File: src/rtl/mem_access_stage_pkg.sv
// Shared types and defaults for the MEM pipeline stage.
package mem_access_stage_pkg;

  localparam int DATA_W_DEF   = 32;
  localparam int FWD_W_DEF    = 4;
  localparam int MAX_WAIT_DEF = 15;
  localparam int WAIT_CNT_W   = $clog2(MAX_WAIT_DEF + 1);

  typedef enum logic [1:0] {
    IDLE = 2'd0,
    WAIT = 2'd1,
    RESP = 2'd2
  } mem_state_t;

  function automatic logic is_word_aligned(input logic [1:0] byte_lsb);
    return byte_lsb == 2'b00;
  endfunction

endpackage

File: src/rtl/mem_access_stage_if.sv
// Data-memory request bus between the MEM stage (master) and memory (slave).
// mem_req rises with stable mem_we/mem_addr/mem_wdata and holds until the single-cycle
// mem_ack pulse; mem_rdata is valid only in the ack cycle, and mem_req drops the cycle after.
interface mem_access_stage_if #(
  parameter int DATA_W = 32
);
  logic              mem_req;
  logic              mem_we;
  logic [DATA_W-1:0] mem_addr;
  logic [DATA_W-1:0] mem_wdata;
  logic              mem_ack;
  logic [DATA_W-1:0] mem_rdata;

  modport master (
    output mem_req, mem_we, mem_addr, mem_wdata,
    input  mem_ack, mem_rdata
  );

  modport slave (
    input  mem_req, mem_we, mem_addr, mem_wdata,
    output mem_ack, mem_rdata
  );
endinterface

File: src/rtl/mem_access_stage_wait_timer.sv
// Wait-cycle counter for an outstanding memory access; flags expiry at MAX_WAIT.
module mem_access_stage_wait_timer #(
  parameter int MAX_WAIT = 15,
  parameter int CNT_W    = $clog2(MAX_WAIT + 1)
) (
  input  logic clk_i,
  input  logic rst_i,
  input  logic clr_i,
  input  logic en_i,
  output logic expire_o
);

  logic [CNT_W-1:0] cnt_q;

  always_ff @(posedge clk_i or negedge rst_i) begin
    if (!rst_i) begin
      cnt_q <= '0;
    end else if (clr_i) begin
      cnt_q <= '0;
    end else if (en_i) begin
      cnt_q <= cnt_q + 1'b1;
    end
  end

  assign expire_o = (cnt_q == CNT_W'(MAX_WAIT));

endmodule

File: src/rtl/mem_access_stage.sv
// MEM pipeline stage: issues word loads/stores over req/ack and stalls the front
// of the pipeline while an access is outstanding.
module mem_access_stage
  import mem_access_stage_pkg::*;
#(
  parameter int DATA_W   = DATA_W_DEF,
  parameter int FWD_W    = FWD_W_DEF,
  parameter int MAX_WAIT = MAX_WAIT_DEF
) (
  input  logic              clk_i,
  input  logic              rst_i,
  input  logic [DATA_W-1:0] pc_i,
  input  logic [DATA_W-1:0] ALU_Res_i,
  input  logic [DATA_W-1:0] Store_Data_i,
  input  logic              MemRead_i,
  input  logic              MemWrite_i,
  input  logic [FWD_W-1:0]  Forward_Data_i,
  input  logic              WB_i,
  mem_access_stage_if.master mem,
  output logic [DATA_W-1:0] pc_o,
  output logic [DATA_W-1:0] ALU_Res_o,
  output logic [DATA_W-1:0] Read_Data_o,
  output logic [FWD_W-1:0]  Forward_Data_o,
  output logic              WB_o,
  output logic              stall_o,
  output logic              misalign_o,
  output logic              bus_err_o,
  output mem_state_t        state_o
);

  localparam int CNT_W = $clog2(MAX_WAIT + 1);

  mem_state_t        state_q;
  logic [DATA_W-3:0] addr_q;
  logic [DATA_W-1:0] wdata_q;
  logic [DATA_W-1:0] rdata_q;
  logic              we_q;
  logic              err_q;

  logic op, aligned, launch, in_idle, in_wait, in_resp, expire;

  // rst_i gates the op decode so a held EX/MEM op cannot stall while in reset.
  assign op      = rst_i & (MemRead_i | MemWrite_i);
  assign aligned = is_word_aligned(ALU_Res_i[1:0]);
  assign in_idle = (state_q == IDLE);
  assign in_wait = (state_q == WAIT);
  assign in_resp = (state_q == RESP);
  assign launch  = in_idle & op & aligned;

  assign misalign_o  = in_idle & op & ~aligned;
  assign stall_o     = launch | in_wait;
  assign bus_err_o   = in_resp & err_q;
  assign WB_o        = WB_i & ~stall_o & ~misalign_o & ~(in_resp & err_q);
  assign Read_Data_o = in_resp ? rdata_q : '0;

  assign pc_o           = pc_i;
  assign ALU_Res_o      = ALU_Res_i;
  assign Forward_Data_o = Forward_Data_i;
  assign state_o        = state_q;

  assign mem.mem_req   = in_wait;
  assign mem.mem_we    = we_q;
  assign mem.mem_addr  = {addr_q, 2'b00};
  assign mem.mem_wdata = wdata_q;

  mem_access_stage_wait_timer #(
    .MAX_WAIT (MAX_WAIT),
    .CNT_W    (CNT_W)
  ) u_wait_timer (
    .clk_i    (clk_i),
    .rst_i    (rst_i),
    .clr_i    (~in_wait),
    .en_i     (in_wait),
    .expire_o (expire)
  );

  always_ff @(posedge clk_i or negedge rst_i) begin
    if (!rst_i) begin
      state_q <= IDLE;
      addr_q  <= '0;
      wdata_q <= '0;
      rdata_q <= '0;
      we_q    <= 1'b0;
      err_q   <= 1'b0;
    end else begin
      case (state_q)
        IDLE: begin
          if (launch) begin
            state_q <= WAIT;
            addr_q  <= ALU_Res_i[DATA_W-1:2];
            wdata_q <= Store_Data_i;
            we_q    <= MemWrite_i;
            rdata_q <= '0;
            err_q   <= 1'b0;
          end
        end
        WAIT: begin
          // An ack in the expiry cycle still completes the access normally.
          if (mem.mem_ack) begin
            rdata_q <= we_q ? '0 : mem.mem_rdata;
            state_q <= RESP;
          end else if (expire) begin
            err_q   <= 1'b1;
            state_q <= RESP;
          end
        end
        RESP: begin
          state_q <= IDLE;
          err_q   <= 1'b0;
        end
        default: state_q <= IDLE;
      endcase
    end
  end

endmodule

File: src/flat_wrapper.sv
// flat-port wrapper written by rule: the top's interface ports become plain ports
module mem_access_stage_flat import mem_access_stage_pkg::*;
#(
  parameter int DATA_W   = DATA_W_DEF,
  parameter int FWD_W    = FWD_W_DEF,
  parameter int MAX_WAIT = MAX_WAIT_DEF
)
  (clk_i, rst_i, pc_i, ALU_Res_i, Store_Data_i, MemRead_i, MemWrite_i, Forward_Data_i, WB_i, pc_o, ALU_Res_o, Read_Data_o, Forward_Data_o, WB_o, stall_o, misalign_o, bus_err_o, state_o, mem_mem_req, mem_mem_we, mem_mem_addr, mem_mem_wdata, mem_mem_ack, mem_mem_rdata);
  mem_access_stage_if #(.DATA_W(DATA_W)) mem_i ();
  input  logic clk_i;
  input  logic rst_i;
  input  logic [DATA_W-1:0] pc_i;
  input  logic [DATA_W-1:0] ALU_Res_i;
  input  logic [DATA_W-1:0] Store_Data_i;
  input  logic MemRead_i;
  input  logic MemWrite_i;
  input  logic [FWD_W-1:0] Forward_Data_i;
  input  logic WB_i;
  output logic [DATA_W-1:0] pc_o;
  output logic [DATA_W-1:0] ALU_Res_o;
  output logic [DATA_W-1:0] Read_Data_o;
  output logic [FWD_W-1:0] Forward_Data_o;
  output logic WB_o;
  output logic stall_o;
  output logic misalign_o;
  output logic bus_err_o;
  output mem_state_t state_o;
  output wire logic [$bits(mem_i.mem_req)-1:0] mem_mem_req;
  output wire logic [$bits(mem_i.mem_we)-1:0] mem_mem_we;
  output wire logic [$bits(mem_i.mem_addr)-1:0] mem_mem_addr;
  output wire logic [$bits(mem_i.mem_wdata)-1:0] mem_mem_wdata;
  input wire logic [$bits(mem_i.mem_ack)-1:0] mem_mem_ack;
  input wire logic [$bits(mem_i.mem_rdata)-1:0] mem_mem_rdata;
  assign mem_mem_req = mem_i.mem_req;
  assign mem_mem_we = mem_i.mem_we;
  assign mem_mem_addr = mem_i.mem_addr;
  assign mem_mem_wdata = mem_i.mem_wdata;
  assign mem_i.mem_ack = mem_mem_ack;
  assign mem_i.mem_rdata = mem_mem_rdata;
  mem_access_stage #(.DATA_W(DATA_W), .FWD_W(FWD_W), .MAX_WAIT(MAX_WAIT)) u_core (.clk_i(clk_i), .rst_i(rst_i), .pc_i(pc_i), .ALU_Res_i(ALU_Res_i), .Store_Data_i(Store_Data_i), .MemRead_i(MemRead_i), .MemWrite_i(MemWrite_i), .Forward_Data_i(Forward_Data_i), .WB_i(WB_i), .mem(mem_i), .pc_o(pc_o), .ALU_Res_o(ALU_Res_o), .Read_Data_o(Read_Data_o), .Forward_Data_o(Forward_Data_o), .WB_o(WB_o), .stall_o(stall_o), .misalign_o(misalign_o), .bus_err_o(bus_err_o), .state_o(state_o));
endmodule
File: config.mk
export PLATFORM = sky130hd
export DESIGN_NAME = mem_access_stage_flat
export DESIGN_NICKNAME = d
export VERILOG_FILES = /design/src/rtl/mem_access_stage_pkg.sv /design/src/rtl/mem_access_stage_if.sv /design/src/rtl/mem_access_stage_wait_timer.sv /design/src/rtl/mem_access_stage.sv /design/src/flat_wrapper.sv
export SDC_FILE = /design/constraint.sdc
export NUM_CORES = 1
export LEC_CHECK = 0
export ABC_AREA = 1
export CORE_AREA = 2 2 120 122
export DETAILED_ROUTE_END_ITERATION = 8
export DIE_AREA = 0 0 122 124
export GPL_TIMING_DRIVEN = 0
export HOLD_SLACK_MARGIN = 0.06
export PLACE_DENSITY = 0.88
export SYNTH_ARGS = -nofsm -noshare
export SYNTH_HDL_FRONTEND = slang
export SYNTH_SLANG_ARGS = --single-unit
export TNS_END_PERCENT = 20
File: constraint.sdc
create_clock -name clk_i -period 1.8 [get_ports clk_i]
set_input_delay 0.36 -clock clk_i [delete_from_list [all_inputs] [get_ports clk_i]]
set_output_delay 0.36 -clock clk_i [all_outputs]
set_load 0.05 [all_outputs]
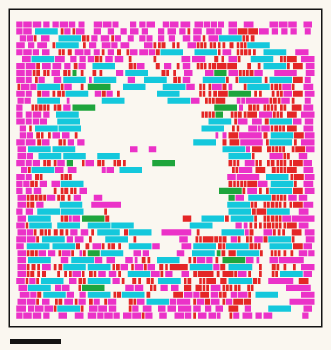
**Above:** run 1 (cells coloured by class).
The bar under the picture is 20 microns long.
Red is all other logic, cells 460. Green is clock drivers and dummy loads, cells 16. Magenta is other buffers and delay cells, cells 386. Cyan is flip-flops, cells 102.

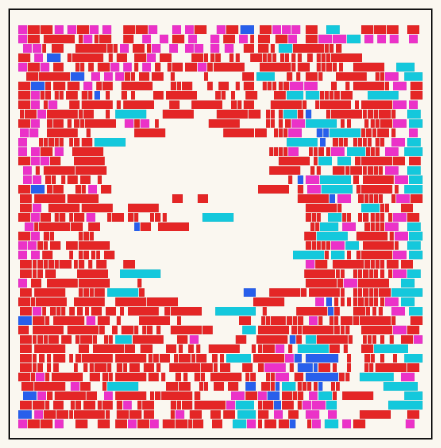
**Above:** run 1 (sizing map).
Red is drive 1 or less, cells 724, share 75%, most used nand2_1. Cyan is drive 6 and up, cells 66, share 6.8%, most used buf_6. Blue is drive 2, cells 31, share 3.2%, most used buf_2. Magenta is drive 3 to 4, cells 143, share 15%, most used buf_4.

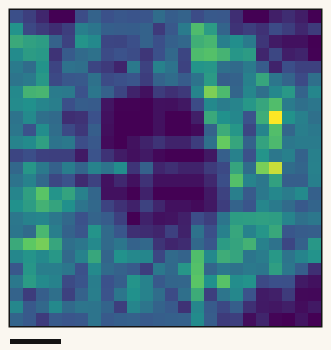
**Above:** run 1 (wiring heat map).
The bar under the picture is 20 microns long. 24 x 25 tiles, from dark purple (low) to yellow (high), scaled to the fullest tile. Values are wire area over tile area, all layers added.
The densest ninth of the die: middle right. 5.5% of the tiles are nearly empty. The mean over all tiles is 0.18. The emptiest ninth of the die: centre. 16% of the tiles are over half the peak. The fullest tile reaches 0.57.

==> out/qor.tcl <==
set qor(critical_path.cell_chain) {nor2_4 > inv_6 > clkbuf_16 > nor2_4 > buf_8}
set qor(count_of_unresolved_drc_violations_after_routing) 0
set qor(die.size.y_microns) 124
set qor(net-switching-power_mw) 3.50
set qor(final.clkbuf_count) 11
set qor(postRouteWirelength_microns) 16500
set qor(clock_root_cell) {sky130_fd_sc_hd__clkbuf_16}
set qor(largest_net_degree_at_the_start_of_global_routing) 45
set qor(sink_count) 102
set qor(detailedPlace.worstSlack_ns) -1.55
set qor(global_route.usage.met1_pct) 24.3
set qor(area_delta_synth_final_pct) 73.4
set qor(fraction_of_area_in_clock_buffers_and_inverters_pct) 3.19
set qor(met3RoutedLength_microns) 1470
set qor(power.density_cell_area_mw_per_mm2) 923
set qor(fin_total_pwr_mw) 8.30
set qor(seq_cells) 102
set qor(top_level_ports) 310
set qor(final_layout_top_logic_cell) {sky130_fd_sc_hd__nand2_1}
set qor(seq_area_frac_synth_pct) 49.2
set qor(share_of_synthesized_cell_area_in_and_or_and_or_and_compound_cells_pct) 7.09
set qor(warnings) 29
set qor(wl_met2_microns) 8790
set qor(cts_buffers) 9
set qor(cp.arrival_ns) 1.52
set qor(ys_cells) 663
set qor(gpl.final_weighted_congestion) 0.766
set qor(mostFrequentLayoutCells) {166 x sky130_fd_sc_hd__nand2_1, 132 x sky130_fd_sc_hd__clkdlybuf4s50_1, 104 x sky130_fd_sc_hd__buf_4, 102 x sky130_fd_sc_hd__inv_1, 100 x sky130_fd_sc_hd__dfrtp_1}
set qor(kind_of_end_point_of_the_critical_path) {primary output}
set qor(grt_antenna_before_repair) 0
set qor(n_multi_input_combinational_cell) 353
set qor(synthSimpleGateAreaFrac_pct) 21.8
set qor(dr.first_iter.drc_count) 267
set qor(h_tree_level_count) 3
set qor(failed_checks) {negative setup slack}
set qor(comb_share_pct) 19.9
set qor(area_dominant_class) {buffers}
set qor(grt_overflow) 0
set qor(yosys-stat-area_sq_mm) 0.00519
set qor(placeableCoreArea_sq_mm) 0.0137
set qor(netSwitchingFraction_pct) 42.2
set qor(combinationalPower_mw) 3.50
set qor(cts_tree) {done}
set qor(layout.non_clock_buffers) 386
set qor(detail_route.first_pass.iterations) 4
set qor(final_area_sq_mm) 0.00899
set qor(crit_path_max_incr_delay_ns) 0.45
set qor(power.internal_mw) 4.80
set qor(dieWidth_microns) 122
set qor(number_of_global_route_vias_before_repair) 5132
set qor(grt.busiest_layer) {met2}
set qor(number_of_placement_rows) 43
set qor(groute.usage.overall_pct) 22.2
set qor(critical_path.reg2reg.startpoint) {u_core.state_o[0]}
set qor(detailed_place_hpwl_microns) 12300
set qor(worst_pin_slew_ns) 0.716
set qor(synth.distinct_cells) 22
set qor(path_common_cell) {sky130_fd_sc_hd__nor2_4}
set qor(largestPowerGroup) {combinational cells}
set qor(result_of_the_run) {complete, but fails checks}
set qor(power.ir.vdd_worst_mv) 0.623
set qor(filler_cell_count) 1110
set qor(muxShareOfSynthArea_pct) 0
set qor(inv_count) 107
set qor(setup_violations) 32
set qor(seq_area_share_pct) 28.4
set qor(seq-power_mw) 2.91
set qor(worstReg2RegEnd) {u_core.mem.mem_wdata[30]}
set qor(synth_warn) 0
set qor(wire_per_inst_microns) 14.4
set qor(min-delay-path-class) {in2async}
set qor(rsz0062_at_grt) {yes}
set qor(power.share.sequential_pct) 35.1
set qor(timing.final.hold_violations) 0
set qor(floorplan_utilization_pct) 37.8
set qor(antenna_cell_count) 0
set qor(drt-met1-wl_microns) 5880
set qor(worstSetupPathType) {reg2out}
set qor(comb_power_share_pct) 42.2
set qor(grtUsageMet2_pct) 40.0
set qor(worst_r2r_path_depth) 6
set qor(max-clock-path-buffers) 2
set qor(design.final.nets) 1098
set qor(cp_data_required_time_ns) 1.44
set qor(layout_setup_ws_ns) -0.0755
set qor(mi_logic_area_sq_mm) 0.00179
set qor(regToRegSetupSlack_ns) 0.17
set qor(critPathBufInv) 3
set qor(final_util_pct) 65.6
set qor(dieArea_sq_mm) 0.0151
set qor(cp-start-kind) {flop}
set qor(synthesized_cell_area_sq_mm) 0.00519
set qor(critical_path.top_delay_family) {flip-flops}
set qor(drv_slew) 0
set qor(slew-limit-headroom_pct) 52.1
set qor(via_count) 5108
set qor(xor_xnor_area_share_pct) 0
set qor(layout-drive-gt1-share_pct) 24.9
set qor(clockNetworkPower_mw) 1.89
set qor(total_area_of_sequential_cells_sq_mm) 0.00255
set qor(standard_cell_area_after_detailed_placement_sq_mm) 0.00842
set qor(critical-path-slowest-cell) {sky130_fd_sc_hd__dfrtp_2}
set qor(max-cap-violations) 0
set qor(post-route-min-period_ns) 1.88
set qor(netlist_instances) 663
set qor(ys_seq_elements) 102
set qor(max_clock_freq_mhz) 533
set qor(port_buffers) 271
set qor(grtUsageMet3_pct) 7.05
run 1: metrics by stage:
step | cells | hold slack, ns | setup TNS [ns]
finish | 1144 | 0.0763 | -1.39
global route | 1144 | 0.0752 | -3.53
CTS | 1143 | 0.0690 | -2.19
detailed placement | 1116 | 0.409 | -90.35
global placement | 1115 | 0.447 | -782.26
floorplan | 664 | 0.0644 | -0.966
run 1: cells in the mapped netlist, drive strengths merged:
library cell,n,area [sq um]
inv,107,402
ha,1,12.5
a21oi,2,10.0
o21ai,66,330
nor2,73,289
o21bai,1,7.51
nand3,37,198
o31ai,1,12.5
clkbuf,11,41.3
o21a,1,7.51
nand2,169,644
conb,1,3.75
buf,91,677
dfrtp,102,2550
run 1: how the worst max path moves through the flow:
stage,slack [ns],startpoint,end,depth (start not counted)
4_1_cts,-0.14,u_core.state_o[1],WB_o,7
3_5_place_dp,-1.55,rst_i,stall_o,9
3_3_place_gp,-4.93,rst_i,stall_o,8
2_1_floorplan,-0.08,u_core.state_o[0],WB_o,6
5_1_grt,-0.14,u_core.state_o[0],Read_Data_o[21],5
6_report,-0.08,u_core.state_o[0],Read_Data_o[20],5
run 1: repair_timing:
item                                    in CTS  in global routing
hold buffers                                 3                  0
resized                                    424                 14
setup buffers                                5                  2
endpoints found under the hold margin       44                  0
pin swaps                                    7                  4
endpoints found under the setup margin     230                 36
cloned                                       5                  0
run 1: logic make-up (layout without fill, tap and decap cells):
group,count (synthesis),in the layout
AND-OR/OR-AND,71,71
flip-flops,102,102
other,1,2
adder cells (fa/ha/maj),1,1
AND/OR/NAND/NOR,279,279
buffers and inverters,209,509
